File: src/rtl/cache_pkg.sv
// cache_pkg: shared widths, FSM state encoding and tag-entry layout for the L1 data cache
package cache_pkg;
  localparam int TAG_W  = 23;
  localparam int IDX_W  = 4;
  localparam int OFS_W  = 5;
  localparam int LINES  = 16;
  localparam int LINE_W = 256;
  typedef enum logic [2:0] {IDLE, MISS, WRITEBACK, REFILL, REFILL_DONE} state_t;
  typedef struct packed {
    logic             valid;
    logic             dirty;
    logic [TAG_W-1:0] tag;
  } tag_entry_t;
endpackage

File: src/rtl/dcache_sram.sv
// dcache_sram: LINES x (tag entry + line) storage, async read, single sync write port
// clk_i/start_i: clock and async active-low clear of valid/dirty bits
// idx: line index; we/wentry/wline: write port; rentry/rline: async read port
module dcache_sram import cache_pkg::*; (
  input  logic              clk_i,
  input  logic              start_i,
  input  logic [IDX_W-1:0]  idx,
  input  logic              we,
  input  tag_entry_t        wentry,
  input  logic [LINE_W-1:0] wline,
  output tag_entry_t        rentry,
  output logic [LINE_W-1:0] rline
);
  logic [LINES-1:0]  valid_q;
  logic [LINES-1:0]  dirty_q;
  logic [TAG_W-1:0]  tag_q  [LINES];
  logic [LINE_W-1:0] data_q [LINES];
  always_ff @(posedge clk_i or negedge start_i) begin
    if (!start_i) begin
      valid_q <= '0;
      dirty_q <= '0;
    end else if (we) begin
      valid_q[idx] <= wentry.valid;
      dirty_q[idx] <= wentry.dirty;
    end
  end
  // tags and data are never cleared; valid gates every use of them
  always_ff @(posedge clk_i) begin
    if (we) begin
      tag_q[idx]  <= wentry.tag;
      data_q[idx] <= wline;
    end
  end
  assign rentry = {valid_q[idx], dirty_q[idx], tag_q[idx]};
  assign rline  = data_q[idx];
endmodule

File: src/rtl/dcache_controller.sv
// dcache_controller: direct-mapped write-back write-allocate L1 data-cache controller
// cpu_*: MEM-stage load/store port, cpu_stall_o holds the pipeline on a miss
// mem_*: 256-bit line fetch/write-back port with one-cycle mem_ack_i completion
module dcache_controller import cache_pkg::*; (
  input  logic              clk_i,
  input  logic              start_i,
  input  logic [31:0]       cpu_addr_i,
  input  logic [31:0]       cpu_data_i,
  input  logic              cpu_MemRead_i,
  input  logic              cpu_MemWrite_i,
  output logic [31:0]       cpu_data_o,
  output logic              cpu_stall_o,
  output logic              mem_enable_o,
  output logic              mem_write_o,
  output logic [31:0]       mem_addr_o,
  output logic [LINE_W-1:0] mem_data_o,
  input  logic [LINE_W-1:0] mem_data_i,
  input  logic              mem_ack_i
);
  state_t            state, state_nx;
  tag_entry_t        rentry, wentry;
  logic [LINE_W-1:0] rline, wline, merged;
  logic [TAG_W-1:0]  tag;
  logic [IDX_W-1:0]  idx;
  logic [2:0]        word;
  logic              req, hit, we, wb, rf;
  logic              unused_ok;
  assign tag       = cpu_addr_i[31:9];
  assign idx       = cpu_addr_i[8:5];
  assign word      = cpu_addr_i[4:2];
  assign unused_ok = ^cpu_addr_i[1:0];
  assign req       = cpu_MemRead_i | cpu_MemWrite_i;
  assign hit       = req & rentry.valid & (rentry.tag == tag);
  // REFILL_DONE already hits but must still stall for its one cycle
  assign cpu_stall_o = req & ((state != IDLE) | !hit);
  assign cpu_data_o  = hit ? rline[{word, 5'd0} +: 32] : '0;
  assign wb = state == WRITEBACK;
  assign rf = state == REFILL;
  assign mem_enable_o = wb | rf;
  assign mem_write_o  = wb;
  assign mem_addr_o   = wb ? {rentry.tag, idx, 5'd0} : rf ? {tag, idx, 5'd0} : '0;
  assign mem_data_o   = wb ? rline : '0;
  always_comb begin
    merged = rline;
    merged[{word, 5'd0} +: 32] = cpu_data_i;
  end
  // a store writes only on the IDLE hit edge, when the pipeline also advances
  assign we     = (state == IDLE & hit & cpu_MemWrite_i) | (rf & mem_ack_i);
  assign wentry = rf ? '{valid: 1'b1, dirty: 1'b0, tag: tag} : '{valid: 1'b1, dirty: 1'b1, tag: tag};
  assign wline  = rf ? mem_data_i : merged;
  dcache_sram u_sram (
    .clk_i  (clk_i),
    .start_i(start_i),
    .idx    (idx),
    .we     (we),
    .wentry (wentry),
    .wline  (wline),
    .rentry (rentry),
    .rline  (rline)
  );
  always_comb begin
    state_nx = state;
    case (state)
      IDLE:        state_nx = (req & !hit) ? MISS : IDLE;
      MISS:        state_nx = (rentry.valid & rentry.dirty) ? WRITEBACK : REFILL;
      WRITEBACK:   state_nx = mem_ack_i ? REFILL : WRITEBACK;
      REFILL:      state_nx = mem_ack_i ? REFILL_DONE : REFILL;
      REFILL_DONE: state_nx = IDLE;
      default:     state_nx = IDLE;
    endcase
  end
  always_ff @(posedge clk_i or negedge start_i) begin
    if (!start_i) state <= IDLE;
    else          state <= state_nx;
  end
endmodule

File: config.mk
export PLATFORM = sky130hd
export DESIGN_NAME = dcache_controller
export DESIGN_NICKNAME = d
export VERILOG_FILES = /design/src/rtl/cache_pkg.sv /design/src/rtl/dcache_sram.sv /design/src/rtl/dcache_controller.sv
export SDC_FILE = /design/constraint.sdc
export NUM_CORES = 2
export LEC_CHECK = 0
export ABC_AREA = 1
export CAP_MARGIN = 5
export CORE_UTILIZATION = 23
export CTS_CLUSTER_DIAMETER = 50
export DETAILED_ROUTE_END_ITERATION = 6
export SYNTH_ARGS = -nofsm -noshare
export SYNTH_HDL_FRONTEND = slang
export SYNTH_MEMORY_MAX_BITS = 65536
export SYNTH_SLANG_ARGS = --single-unit
File: constraint.sdc
create_clock -name clk_i -period 9.1 [get_ports clk_i]
set_clock_uncertainty 0.05 [all_clocks]
set_input_delay 0.91 -clock clk_i [delete_from_list [all_inputs] [get_ports clk_i]]
set_output_delay 0.91 -clock clk_i [all_outputs]
set_load 0.005 [all_outputs]
==> images/wires.png <==
The bar under the picture is 200 um long.
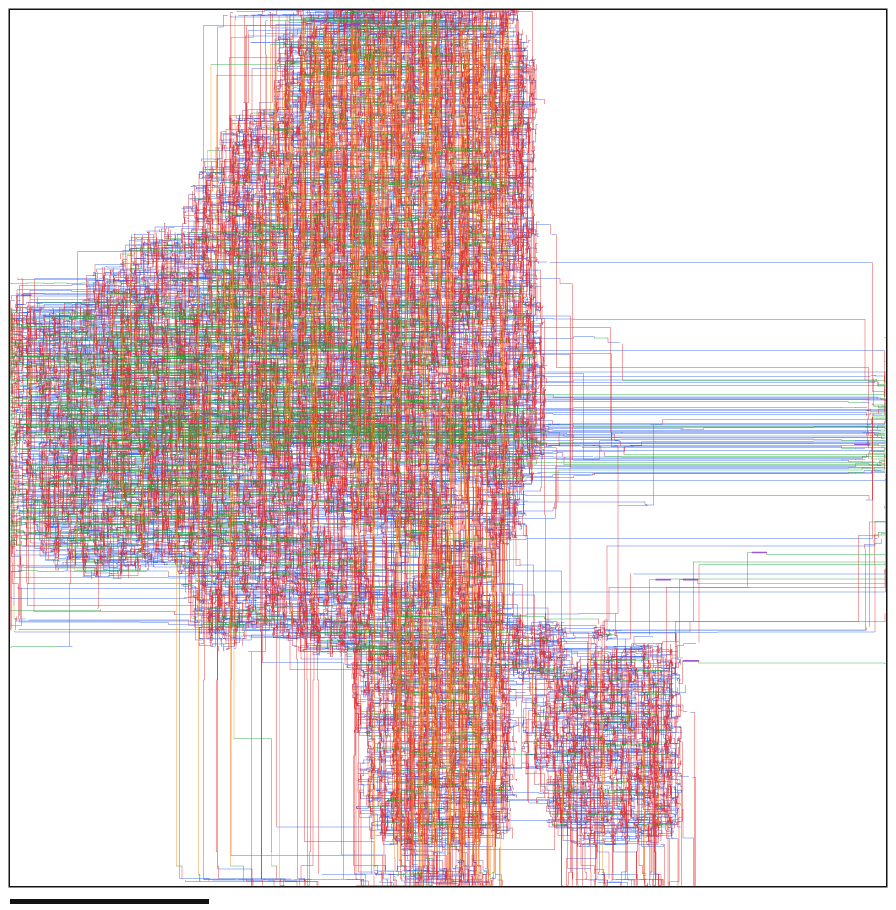
[red] metal 2 | wire length: 319 mm
[green] metal 3 | wire length: 83.5 mm
[orange] metal 4 | wire length: 61.1 mm
[blue] metal 1 | wire length: 273 mm
[purple] metal 5 | wire length: 205 um

==> images/layer_met4.png <==
The bar under the picture is 200 um long.
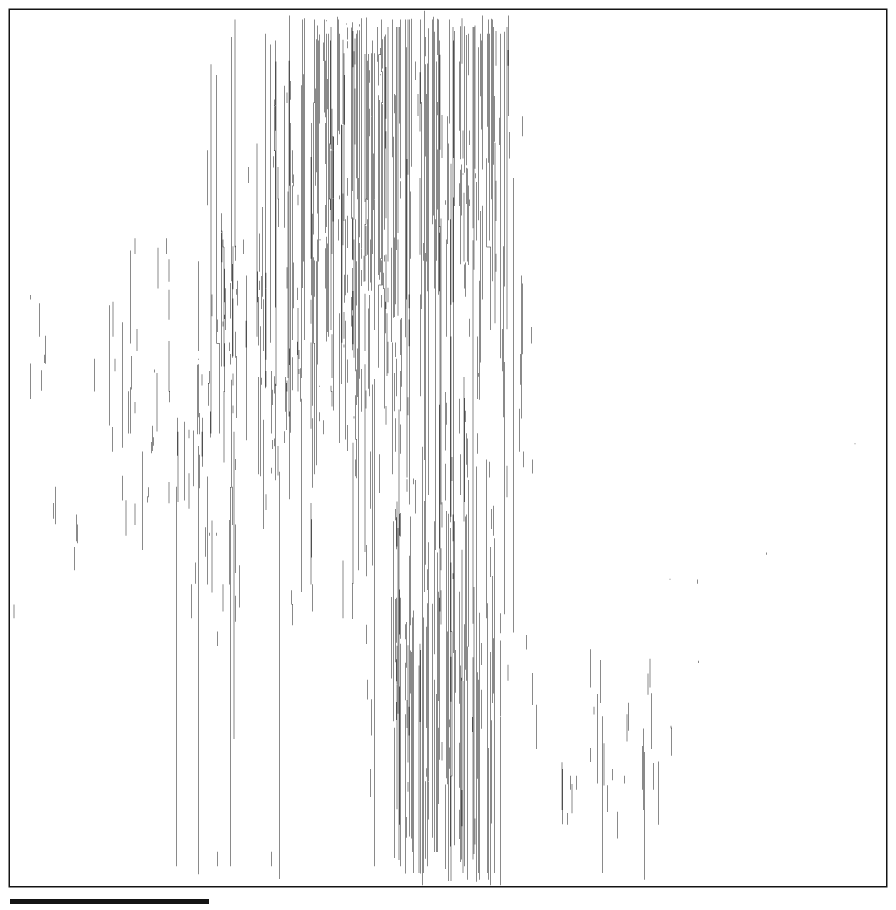
nets with wire on the layer: 425
longest straight run: 489 um
share of all routed wire: 8.3%
Routed WL: 737 mm
routed via count: 121000

==> impl_metrics.ini <==
; implementation run metrics
[outcome]
outcome = completed

[layout]
clock_area_share_pct = 6.65
mi_logic_area_um2 = 38000
fillers = 77600
comb_cells = 7018
layout.cells.non_filler = 24100
num_antenna_cells = 114
layout.cells.most_common = edfxtp_1
ff_latch_area_um2 = 135000
final_nets = 13700
lay_top_cells = edfxtp_1, nand2_1, a22oi_1
bufAreaShareNonClock_pct = 5.49
ff_count = 4499
area_growth_syn_to_layout_pct = 20.4
post-route-cell-area_um2 = 213000
fin_util_pct = 27.8
comb_share_pct = 17.8
n_all_inverters = 333

[worst_setup_path]
crit_type = input port to output pin
cp.depth = 16
cpMostUsedCell = buf_4
arrival_ns = 7.09
critPathSlowestCell = nor2_4
crit_fanout = 55
worstPathCellList = buf_4 > inv_4 > nor2_4 > buf_12 > buf_4 > a22oi_1 > a21oi_1 > or2_2 > inv_1 > nand3_1 > nand2_1 > nand3_1 > a21oi_1 > buf_4 > nor3_1 > clkdlybuf4s50_1
reg2reg_depth = 10
cp-start-kind = input port
cp_top_family = buffers and inverters

[floorplanning]
fp.dieW_um = 880
io_pins = 648
fp_util_pct = 23.1

[synth]
synth.avg_cell_area_um2 = 14.0
yosysTopAreaCellShare_pct = 75.6
ys_chip_area_um2 = 177000
synthTopCellsByCount = edfxtp_1, nand2_1, a22oi_1, a21oi_1, nor2_1
yosysMostFrequentCell = edfxtp_1
yosys_cells = 12700
synthCells = 12700
ys.flops = 4499
synth-edff-count = 4464
topCellsByArea = edfxtp_1, a22oi_1, nand2_1
yosys_warnings = 0
ys_seq_share_pct = 76.1
synth-main-ff-cell = edfxtp_1
ys_types = 36

[power]
pwr.group.clock_mw = 18.2
powerSeq_mw = 26.1
finalPower_mw = 54.0
comb_power_share_pct = 18.1
p_leak_nw = 69.4
seqPwrFrac_pct = 48.3
powerDensity_nw_per_um2 = 253
clockPowerShare_pct = 33.7
p_sw_mw = 16.1
irDropWorstVdd_mv = 0.210
swShare_pct = 29.8

[final_timing]
setup_viol = 0
rsz0062_at_grt = false
worstMarginPinSlew_ns = 1.38
relSlewSlack_pct = 7.08
layout_setup_ws_ns = 1.05
tns_ns = 0
min_period_ns = 8.05
fmax_mhz = 124

[flow_run]
warnings = 52
drv_cap = 0

[detailed_routing]
drt_iter0_drc = 18000
drtPass1Iterations = 6
wire_per_inst_um = 30.6

[min_path]
hold_depth = 2
min_path_type = flip-flop to flip-flop

[placed_design]
io_buffers = 640
placed_area_um2 = 199000
dpl.hpwl_mm = 471

[clock_tree]
cts_buffers = 441
cts_sinks = 4499
clkSlewWorstSetupHoldPaths_ns = 0.06
post_cts_buffers = 0
cts_max_path_buffers = 4

[global_routing]
grt_pass1_wl_mm = 978
grt_max_degree = 130
grt_usage_pct = 18.0
==> sequential cells by signal (all words and copies together) (netlist names) <==
register / cells
u_sram.data_q: 4096
u_sram.tag_q: 368
u_sram.dirty_q: 16
u_sram.valid_q: 16
state: 3
==> worst register-to-register path, cell delays in order (launching register included) <==
cell and delay (ns):
dfrtp_1 0.40, nor2_1 0.66, inv_1 0.39, nor2_4 0.66
inv_8 0.39, nor2_1 0.29, inv_1 0.06, nand2_1 0.73
nand2_1 0.40, inv_8 0.61, buf_4 0.68
==> metal layers <==
| layer | global-route usage (%) | up-vias | part of all wire, % |
|---|---|---|---|
| li1 | - | 50100 | - |
| met1 | 22.5 | 61500 | 37 |
| met2 | 26.8 | 8053 | 43 |
| met3 | 5.12 | 1421 | 11 |
| met4 | 12.8 | 32 | 8.3 |
| met5 | 0 | - | 0.028 |
==> logic make-up after synthesis <==
group,after synthesis,share of synthesized area [%]
AND-OR/OR-AND,3454,12.9
XOR/XNOR,1,0.00494
adder cells (fa/ha/maj),5,0.0353
buffers and inverters,1185,2.71
flip-flops,4499,76.1
multiplexers,1,0.00635
other,1,0.00212
AND/OR/NAND/NOR,3552,8.21
==> final timing paths <==
check                                        from                     end  slack [ns]
worst max-delay path                cpu_addr_i[5]          cpu_data_o[25]        1.05
worst min-delay path            u_sram.valid_q[8]       u_sram.valid_q[8]        0.40
worst max register to register           state[2]  u_sram.data_q[12][192]        3.33
worst min register to register  u_sram.valid_q[8]       u_sram.valid_q[8]        0.40
max in group asynchronous                 start_i       u_sram.valid_q[6]        7.70
min in group asynchronous                 start_i      u_sram.valid_q[13]        0.75
==> repair_timing <==
action | 4_1_cts | 5_1_grt
gates resized | 0 | 0
hold buffers | 1 | 0
hold endpoints to repair | 35 | 0
